## src/rtl/count_weight.sv

```systemverilog
// count_weight: per-block symbol frequency counter for an 8-symbol alphabet.
// Eight 4-bit counters accumulate symbol occurrences; a counter about to
// overflow triggers a ceiling-halving rescale of all counters. At block end
// the packed weight vector is held for the downstream tree generator until
// it is acknowledged.
module count_weight #(
   parameter int MIN_ONE = 1
) (
   input  logic        CLK,
   input  logic        RST,
   input  logic        sym_valid,
   input  logic [2:0]  sym,
   input  logic        sym_last,
   output logic        sym_ready,
   output logic [31:0] weight_Gather,
   output logic        gather_valid,
   input  logic        gather_ack,
   output logic [3:0]  rescale_cnt
);

   typedef enum logic [1:0] {
      IDLE  = 2'd0,
      COUNT = 2'd1,
      DONE  = 2'd2
   } state_t;

   localparam bit FILL_ZERO = (MIN_ONE != 0);

   state_t           state;
   logic [7:0][3:0]  cnt;
   logic [7:0][3:0]  cnt_next;
   logic [7:0][3:0]  halved;
   logic             accept;
   logic             overflow;
   logic             clear;
   logic             fill_en;

   assign accept   = sym_valid & sym_ready;
   assign overflow = (cnt[sym] == 4'hF);
   assign clear    = (state == DONE) & gather_ack;
   assign fill_en  = gather_valid & FILL_ZERO;

   // Per-lane ceiling halving and output field formatting.
   for (genvar k = 0; k < 8; k++) begin : g_lane
      logic [4:0] inc;
      assign inc       = {1'b0, cnt[k]} + 5'd1;
      assign halved[k] = inc[4:1];
      assign weight_Gather[4*k +: 4] = (fill_en && (cnt[k] == 4'd0)) ? 4'd1 : cnt[k];
   end

   // Next counter values: clear on ack, rescale-then-increment on overflow.
   always_comb begin
      cnt_next = cnt;
      if (clear) begin
         cnt_next = '0;
      end else if (accept) begin
         if (overflow) begin
            cnt_next      = halved;
            cnt_next[sym] = halved[sym] + 4'd1;
         end else begin
            cnt_next[sym] = cnt[sym] + 4'd1;
         end
      end
   end

   // Block FSM with registered handshake outputs, counters and rescale count.
   always_ff @(posedge CLK or posedge RST) begin
      if (RST) begin
         state        <= IDLE;
         sym_ready    <= 1'b1;
         gather_valid <= 1'b0;
         rescale_cnt  <= '0;
         cnt          <= '0;
      end else begin
         cnt <= cnt_next;

         if (clear) begin
            rescale_cnt <= '0;
         end else if (accept && overflow && (rescale_cnt != 4'hF)) begin
            rescale_cnt <= rescale_cnt + 4'd1;
         end

         case (state)
            IDLE, COUNT: begin
               if (accept) begin
                  if (sym_last) begin
                     state        <= DONE;
                     sym_ready    <= 1'b0;
                     gather_valid <= 1'b1;
                  end else begin
                     state <= COUNT;
                  end
               end
            end
            DONE: begin
               if (gather_ack) begin
                  state        <= IDLE;
                  sym_ready    <= 1'b1;
                  gather_valid <= 1'b0;
               end
            end
            default: begin
               state        <= IDLE;
               sym_ready    <= 1'b1;
               gather_valid <= 1'b0;
            end
         endcase
      end
   end

endmodule

```

## config.mk

```make
export PLATFORM = sky130hd
export DESIGN_NAME = count_weight
export DESIGN_NICKNAME = d
export VERILOG_FILES = /design/src/rtl/count_weight.sv
export SDC_FILE = /design/constraint.sdc
export NUM_CORES = 1
export LEC_CHECK = 0
export ABC_AREA = 1
export CAP_MARGIN = 20
export CORE_MARGIN = 2
export CORE_UTILIZATION = 35
export CTS_BUF_LIST = sky130_fd_sc_hd__clkbuf_2
export DETAILED_ROUTE_END_ITERATION = 16
export MAX_ROUTING_LAYER = met4
export PLACE_DENSITY_LB_ADDON = 0.05
export SETUP_SLACK_MARGIN = 0.5
export SLEW_MARGIN = 25
export SYNTH_ARGS = -nofsm -noshare
export SYNTH_HDL_FRONTEND = slang
export SYNTH_SLANG_ARGS = --single-unit
```

## constraint.sdc

```tcl
create_clock -name CLK -period 2.1 [get_ports CLK]
set_clock_uncertainty 0.2 [all_clocks]
set_input_delay 0.63 -clock CLK [delete_from_list [all_inputs] [get_ports CLK]]
set_output_delay 0.63 -clock CLK [all_outputs]
set_load 0.05 [all_outputs]
```

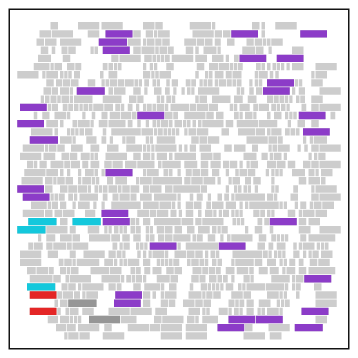
run_1/registers.png
(3 px per um) Other sequential cells in the stronger grey, the rest of the logic in the fainter grey.
| signal | colour | placed flops |
|---|---|---|
| `cnt` | purple | 32 |
| `rescale_cnt` | cyan | 4 |
| `state` | red | 2 |
not coloured: 2
Seq. pwr: 783 uW
share of cell area taken by flip-flops and latches: 12.7%
utilization after layout: 69.8%
area taken by flip-flops and latches: 0.00102 mm^2

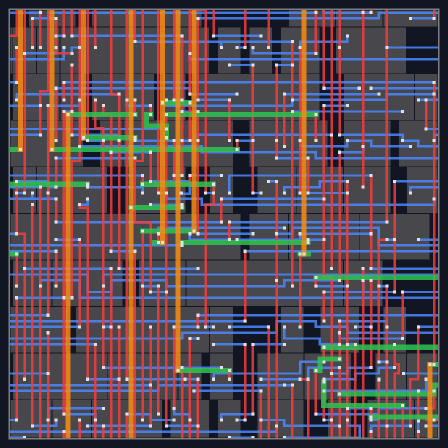
run_1/zoom.png
Region (44, 44) to (69, 69) um. Cells in grey, sequential cells in the stronger grey; small squares are vias.
| layer | colour |
|---|---|
| met4 | orange |
| met3 | green |
| met1 | blue |
| met2 | red |
cells with their middle in the window: 61
most frequent: nand2_1 (15), buf_4 (10), buf_6 (6)
sequential cells in the window: 0

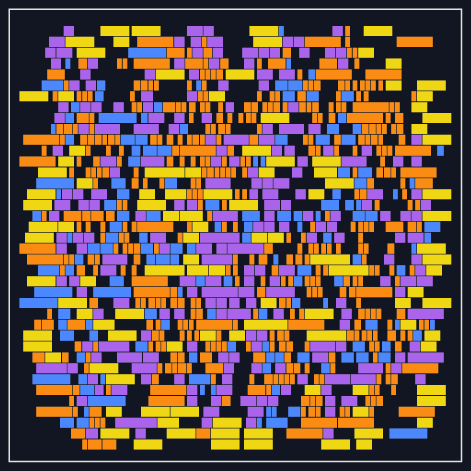
run_1/drive_strength.png
(4 px per um)
| size | colour | cells |
|---|---|---|
| drive 1 or less | orange | 454 |
| drive 3 to 4 | purple | 222 |
| drive 2 | blue | 146 |
| drive 6 and up | yellow | 109 |
count of plain and timing-repair buffers: 263
Layout Cell Area excl Fill: 0.00800 mm^2

==> GITHUB_STEP_SUMMARY, run 1 <==
## PnR job results

| Metric | Value |
|---|---|
| First-pass GRT wire length | `about 28000 um` |
| Unrepaired setup endpoints after global routing | `yes` |
| Clock latency of the later-clocked register in the worst-skew pair | `0.54 ns` |
| Crit path DAT | `2.85 ns` |
| CP delay by family, top | `buffers and inverters` |
| Number of max-capacitance violations reported | `0` |
| Class of the tightest hold or removal check | `primary input to async pin` |
| Final setup TNS | `-19.35 ns` |
| Overflow after GRT | `0` |
| Busiest layer in global routing | `met2` |
| Postcts setup bufs | `59` |
| Largest net degree at the start of global routing | `41` |
| Failing checks | `negative setup slack` |
| WL met3 | `1070 um` |
| Main kind of combinational logic by area | `simple AND/OR/NAND/NOR gates` |
| Core footprint | `0.0115 mm^2` |
| First-pass iteration count of the detailed router | `5` |
| Chip Footprint | `0.0127 mm^2` |
| Sinks on the clock net | `40` |
| Transition time of the tightest slew-check pin | `~0.34 ns` |
| Final hold vios | `0` |
| Tally of buffers added on design ports | `45` |
| Power dissipated in combinational cells | `546 uW` |
| PnR worst setup slack | `-0.446 ns` |
| Switching part of the total power | `35.5%` |
| GR met3 Demand/Resource | `4.77%` |
| Switching component of the power | `664 uW` |
| Die Height | `113 um` |
| Clock share of power | `29.1%` |
| Buffering overhead | `a little over a third` |
| Final setup viols | `65` |
| Number of clock buffers inserted by TritonCTS | `5` |
| Most instantiated logic cells after routing | `210 x nand2_1, 153 x buf_4, 53 x inv_1, 52 x buf_12, 42 x buf_6` |
| Synthesized area per cell | `5.93 um^2` |
| Via count of the first global-routing pass | `5406` |
| FF-to-FF path depth | `10` |
| Netlist area before placement | `0.00414 mm^2` |
| Xor/xnor cell area share of the yosys netlist | `1.69%` |
| Unique cell types | `33` |
| Post-synthesis sequential area ratio | `24.2%` |
| Fill count | `913` |
| Multi-input gate area | `0.00344 mm^2` |
| Number of nets at floorplan | `724` |
| Total wirelength of the detailed-routed design | `17900 um` |
| AND-OR/OR-AND Cells, Area Fraction | `between 10% and 20%` |
| Count of cell instances traversed by the critical path | `10` |
| All-layer global routing usage | `28.4%` |
| Top-area cell share | `23.6%` |
| Outcome | `finished, violations left` |
[run 1: through the flow]
step | std cells | setup slack, ns
5_1_grt | 1074 | -0.513
3_5_place_dp | 984 | -1.34
3_3_place_gp | 984 | -1.29
6_report | 1074 | -0.446
4_1_cts | 1059 | -0.470
2_1_floorplan | 697 | -0.554
[run 1: sequential cells by signal (all words and copies together) (netlist names)]
register / flops
cnt: 32
rescale_cnt: 4
state: 2
gather_valid: 1
sym_ready: 1
[run 1: cells in the mapped netlist (all sizes together)]
master / instances
nand3: 65
dfrtp: 39
o22ai: 8
or4: 1
o31ai: 1
or2: 1
nor4: 1
ha: 19
nand4: 17
a22o: 1
nand2: 263
dfstp: 1
o21ai: 65
nor2: 63
inv: 86
buf: 16
clkbuf: 24
a31oi: 1
xor2: 7
a21oi: 16
xnor2: 1
nor3: 1
==> run 2: changes to the inputs <==
==> constraint.sdc (replaced) <==
create_clock -name CLK -period 2.33 [get_ports CLK]
set_clock_uncertainty 0.2 [all_clocks]
set_input_delay 0.699 -clock CLK [delete_from_list [all_inputs] [get_ports CLK]]
set_output_delay 0.699 -clock CLK [all_outputs]
set_load 0.05 [all_outputs]
==> GITHUB_STEP_SUMMARY, run 2 <==
## PnR job results

| Metric | Value |
|---|---|
| Post-synth tally of flip-flops with integrated enable | `0 (unchanged)` |
| Chip Footprint | `0.0127 mm^2 (unchanged)` |
| Post-Place Cells | `967 (-1.7%)` |
| Register name with the most flops | `cnt` |
| Die Height | `113 um (unchanged)` |
| PnR worst setup slack | `-0.280 ns (+0.166 ns)` |
| Switching part of the total power | `35.4% (-0.10 points)` |
| CP delay by family, top | `buffers and inverters` |
| Overflow after GRT | `0 (unchanged)` |
| Post-place setup slack | `-1.11 ns (+0.230 ns)` |
| Xor/xnor cell area share of the yosys netlist | `1.69% (unchanged)` |
| Clock latency of the later-clocked register in the worst-skew pair | `0.52 ns (-0.02 ns)` |
| Number of max-capacitance violations reported | `0 (unchanged)` |
| All-layer global routing usage | `27.2% (-1.2 points)` |
| Post-synthesis sequential area ratio | `24.2% (unchanged)` |
| Switching component of the power | `593 uW (-11%)` |
| Most used flip-flop cell after synthesis | `dfrtp_1` |
| Failing checks | `negative setup slack` |
| Netlist area before placement | `0.00414 mm^2 (unchanged)` |
| Buffering overhead | `32.9% (-3.6 points)` |
| Library cell with the highest instance count after synthesis | `nand2_1` |
| Top-area cell share | `23.6% (unchanged)` |
| Most instantiated cells after synthesis | `257 x nand2_1, 77 x inv_1, 57 x nor2_1` |
| First-pass iteration count of the detailed router | `5 (unchanged)` |
| Fill count | `960 (+5.1%)` |
| Proportion of register bits with asynchronous set or reset after synthesis | `100% (unchanged)` |
| Inverters excl. clock | `89` |
| Main kind of combinational logic by area | `simple AND/OR/NAND/NOR gates` |
| Core footprint | `0.0115 mm^2 (unchanged)` |
| Crit path DAT | `2.86 ns (about the same)` |
| Class of the tightest hold or removal check | `primary input to async pin` |
| FF-to-FF path depth | `14 (+4)` |
| Number of nets at floorplan | `724 (unchanged)` |
| Cell internal pwr | `1080 uW` |
| Layout Cell Area excl Fill | `0.00760 mm^2 (-5.0%)` |
| Yosys cell count | `between 600 and 700` |
| Multi-input gate area | `0.00344 mm^2 (about the same)` |
| Share of cell area taken by flip-flops and latches | `13.4% (+0.69 points)` |
| Transition time of the tightest slew-check pin | `0.380 ns (+0.0447 ns)` |
| Final setup TNS | `-10.53 ns (+8.81 ns)` |
| Count of plain and timing-repair buffers | `239 (-9.1%)` |
| Unique cell types | `33 (unchanged)` |
| AND-OR/OR-AND Cells, Area Fraction | `11.8% (unchanged)` |
| Largest net degree at the start of global routing | `25 (-39%)` |
| Unrepaired setup endpoints after global routing | `yes` |
| Sinks on the clock net | `40 (unchanged)` |
| Final hold vios | `0 (unchanged)` |
| Max FFs per register | `32 (unchanged)` |
| Clock share of power | `29.4% (+0.3 points)` |
| Last weighted congestion value of the routability-driven placer | `0.984` |
| Clock transition at the registers of the reported paths | `0.29 ns` |
| First-pass GRT wire length | `26500 um (-3.6%)` |
| Postcts setup bufs | `52 (-12%)` |
| Synthesized area per cell | `5.93 um^2 (unchanged)` |
| Outcome | `finished, violations left` |
| Largest registers | `cnt (32), rescale_cnt (4), state (2)` |
| Count of cell instances traversed by the critical path | `14 (+4)` |
| Number of placed I/O pins | `46` |
| Final setup viols | `53 (-18%)` |
| Number of clock buffers inserted by TritonCTS | `5 (unchanged)` |
| Total wirelength of the detailed-routed design | `16900 um (-5.6%)` |
| Via count of the first global-routing pass | `5284 (-2.3%)` |
| Post-placement cell area | `~0.0060 mm^2` |
| Final std cells w/o fill | `1052 (-2.0%)` |
[run 2: netlist changes by cell type in the layout (fill, tap and decap cells not counted), sizes merged]
cell      previous run  this run
buf                258       234
clkinv               2         3
clkinvlp             2         0
diode                0         1
inv                 86        88
[run 2: power by group through the flow]
stage	clock [uW]	combinational, uW	sequential, uW
floorplan	0	211	717
global placement	0	386	718
detailed placement	0	387	718
CTS	505	443	707
global route	536	507	708
finish	493	478	707
[run 2: layer usage]
layer,share of wire [%],routed length (um),vias to the layer above
li1,-,-,2639
met1,42,7170,2490
met2,46,7810,219
met3,7.0,1180,54
met4,4.2,713,0
met5,0,0,-
[run 2: cells by family after synthesis]
kind of cell | after synthesis
compound gates | 92
flops | 40
xor+xnor | 8
simple gates | 412
buf+inv | 126
fa+ha+maj | 19
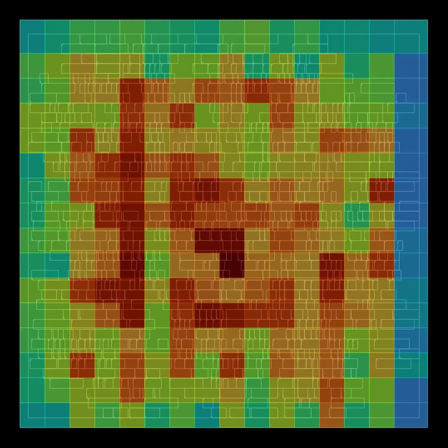
run_2/final_congestion.png
busiest layer in global routing: met2
met2 demand-to-capacity share in global routing: 43.1%
GR met3 Demand/Resource: 6.00%
met1 routing resource usage after global routing: 34.2%
utilization after layout: 66.3%

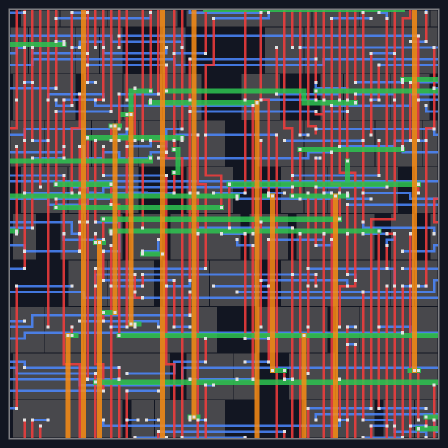
run_2/zoom.png
Region (44, 44) to (69, 69) um. Cells in grey, sequential cells in the stronger grey; small squares are vias.
| layer | colour |
|---|---|
| met2 | red |
| met4 | orange |
| met3 | green |
| met1 | blue |
sequential cells in the window: 0
cells with their middle in the window: 61
most frequent: buf_4 (14), nand2_1 (11), nand2_2 (6)

==> run 3: changes to the inputs <==
--- a/config.mk
+++ b/config.mk
@@ -10,6 +10,7 @@
 export CORE_MARGIN = 2
 export CORE_UTILIZATION = 35
 export CTS_BUF_LIST = sky130_fd_sc_hd__clkbuf_2
+export CTS_CLUSTER_SIZE = 28
 export DETAILED_ROUTE_END_ITERATION = 16
 export MAX_ROUTING_LAYER = met4
 export PLACE_DENSITY_LB_ADDON = 0.05
==> GITHUB_STEP_SUMMARY, run 3 <==
## PnR job results

| Metric | Value |
|---|---|
| Outcome | `finished, violations left` |
| Failing checks | `negative setup slack` |
| Biggest consumer | `sequential cells` |
| Met1 WL | `7170 um (unchanged)` |
| Post-place setup slack | `-1.11 ns (unchanged)` |
| Yosys cell count | `697 (unchanged)` |
| Utilization after layout | `66.3% (unchanged)` |
| Final hold vios | `0 (unchanged)` |
| Total wirelength of the detailed-routed design | `16900 um (unchanged)` |
| Crit path DAT | `2.86 ns (about the same)` |
| Met2 demand-to-capacity share in global routing | `43.1% (unchanged)` |
| Met1 routing resource usage after global routing | `34.2% (unchanged)` |
| FF-to-FF path depth | `14 (unchanged)` |
| Proportion of register bits with asynchronous set or reset after synthesis | `100% (unchanged)` |
| Top-area cell share | `23.6% (unchanged)` |
| Top routing layer in use | `met4` |
| First-pass iteration count of the detailed router | `5 (unchanged)` |
| Unique cell types | `33 (unchanged)` |
| Register name with the most flops | `cnt` |
| Core footprint | `0.0115 mm^2 (unchanged)` |
| Switching component of the power | `593 uW (unchanged)` |
| CP delay by family, top | `buffers and inverters` |
| Via count of the first global-routing pass | `5284 (unchanged)` |
| Switching part of the total power | `35.4% (unchanged)` |
| Post-synthesis sequential area ratio | `24.2% (unchanged)` |
| Post-Place Cells | `967 (unchanged)` |
| Transition time of the tightest slew-check pin | `0.380 ns (unchanged)` |
| Postcts setup bufs | `52 (unchanged)` |
| Overflow after GRT | `0 (unchanged)` |
| WL met3 | `1180 um (unchanged)` |
| Clock latency of the later-clocked register in the worst-skew pair | `0.52 ns (about the same)` |
| Busiest layer in global routing | `met2` |
| Most instantiated cells after synthesis | `257 x nand2_1, 77 x inv_1, 57 x nor2_1` |
| Number of placed I/O pins | `46 (unchanged)` |
| Final std cells w/o fill | `1052 (unchanged)` |
| PnR worst setup slack | `-0.280 ns (unchanged)` |
| Count of cell instances traversed by the critical path | `14 (unchanged)` |
| Power dissipated in combinational cells | `478 uW (about the same)` |
| Chip Footprint | `0.0127 mm^2 (unchanged)` |
| Largest net degree at the start of global routing | `25 (unchanged)` |
| GR met3 Demand/Resource | `6.00% (unchanged)` |
| Main kind of combinational logic by area | `simple AND/OR/NAND/NOR gates` |
| First-pass GRT wire length | `26500 um (unchanged)` |
| Final setup viols | `53 (unchanged)` |
| Last weighted congestion value of the routability-driven placer | `0.984 (unchanged)` |
| Number of nets at floorplan | `724 (unchanged)` |
| Number of max-capacitance violations reported | `0 (unchanged)` |
| Most used flip-flop cell after synthesis | `dfrtp_1` |
| Number of clock buffers inserted by TritonCTS | `5 (unchanged)` |
| Largest registers | `cnt (32), rescale_cnt (4), state (2)` |
| Clock transition at the registers of the reported paths | `0.29 ns (about the same)` |
| Clock share of power | `29.4% (about the same)` |
| Class of the tightest hold or removal check | `primary input to async pin` |
| Sinks on the clock net | `40 (unchanged)` |
| Post-synth tally of flip-flops with integrated enable | `0 (unchanged)` |
run 3: metrics by stage:
step | area, um^2 | total power (uW) | setup TNS (ns)
2_1_floorplan | 4420 | 927 | -12.37
3_3_place_gp | 5960 | 1100 | -37.81
4_1_cts | 7070 | 1650 | -8.10
5_1_grt | 7600 | 1750 | -14.66
6_report | 7600 | 1680 | -10.53
3_5_place_dp | 5960 | 1100 | -37.51
run 3: area by class of cell:
class	count	area (um^2)	share of cell area (%)
tap	143	179	2.35
timing repair inverter	3	38.8	0.510
multi-input combinational	532	3440	45.2
timing repair buffer	239	2500	32.9
sequential	40	1020	13.4
clock buffer	5	25.0	0.329
inverter	86	350	4.61
antenna	1	2.50	0.0329
clock inverter	3	47.5	0.626
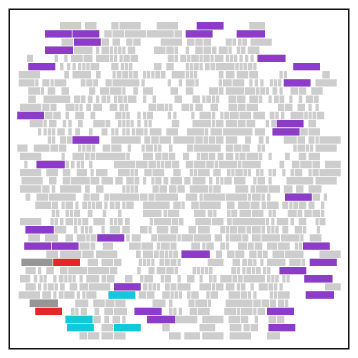
run_3/registers.png
(3 px per um) Other sequential cells in the stronger grey, the rest of the logic in the fainter grey.
| signal | colour | placed flops |
|---|---|---|
| `rescale_cnt` | cyan | 4 |
| `state` | red | 2 |
| `cnt` | purple | 32 |
share of cell area taken by flip-flops and latches: 13.4%
area taken by flip-flops and latches: 0.00102 mm^2
Seq. pwr: 707 uW

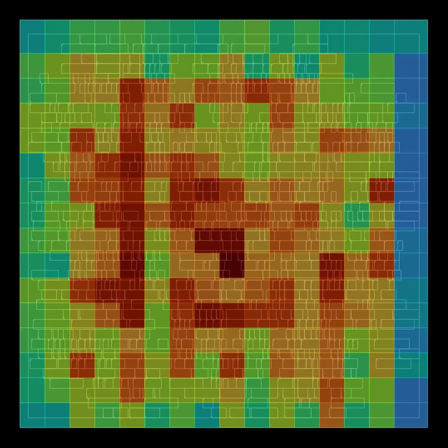
run_3/final_congestion.png
wire length per cell: 16.0 um
all-layer global routing usage: 27.2%

No activity file was given, so power comes from the tool's default toggle rates.
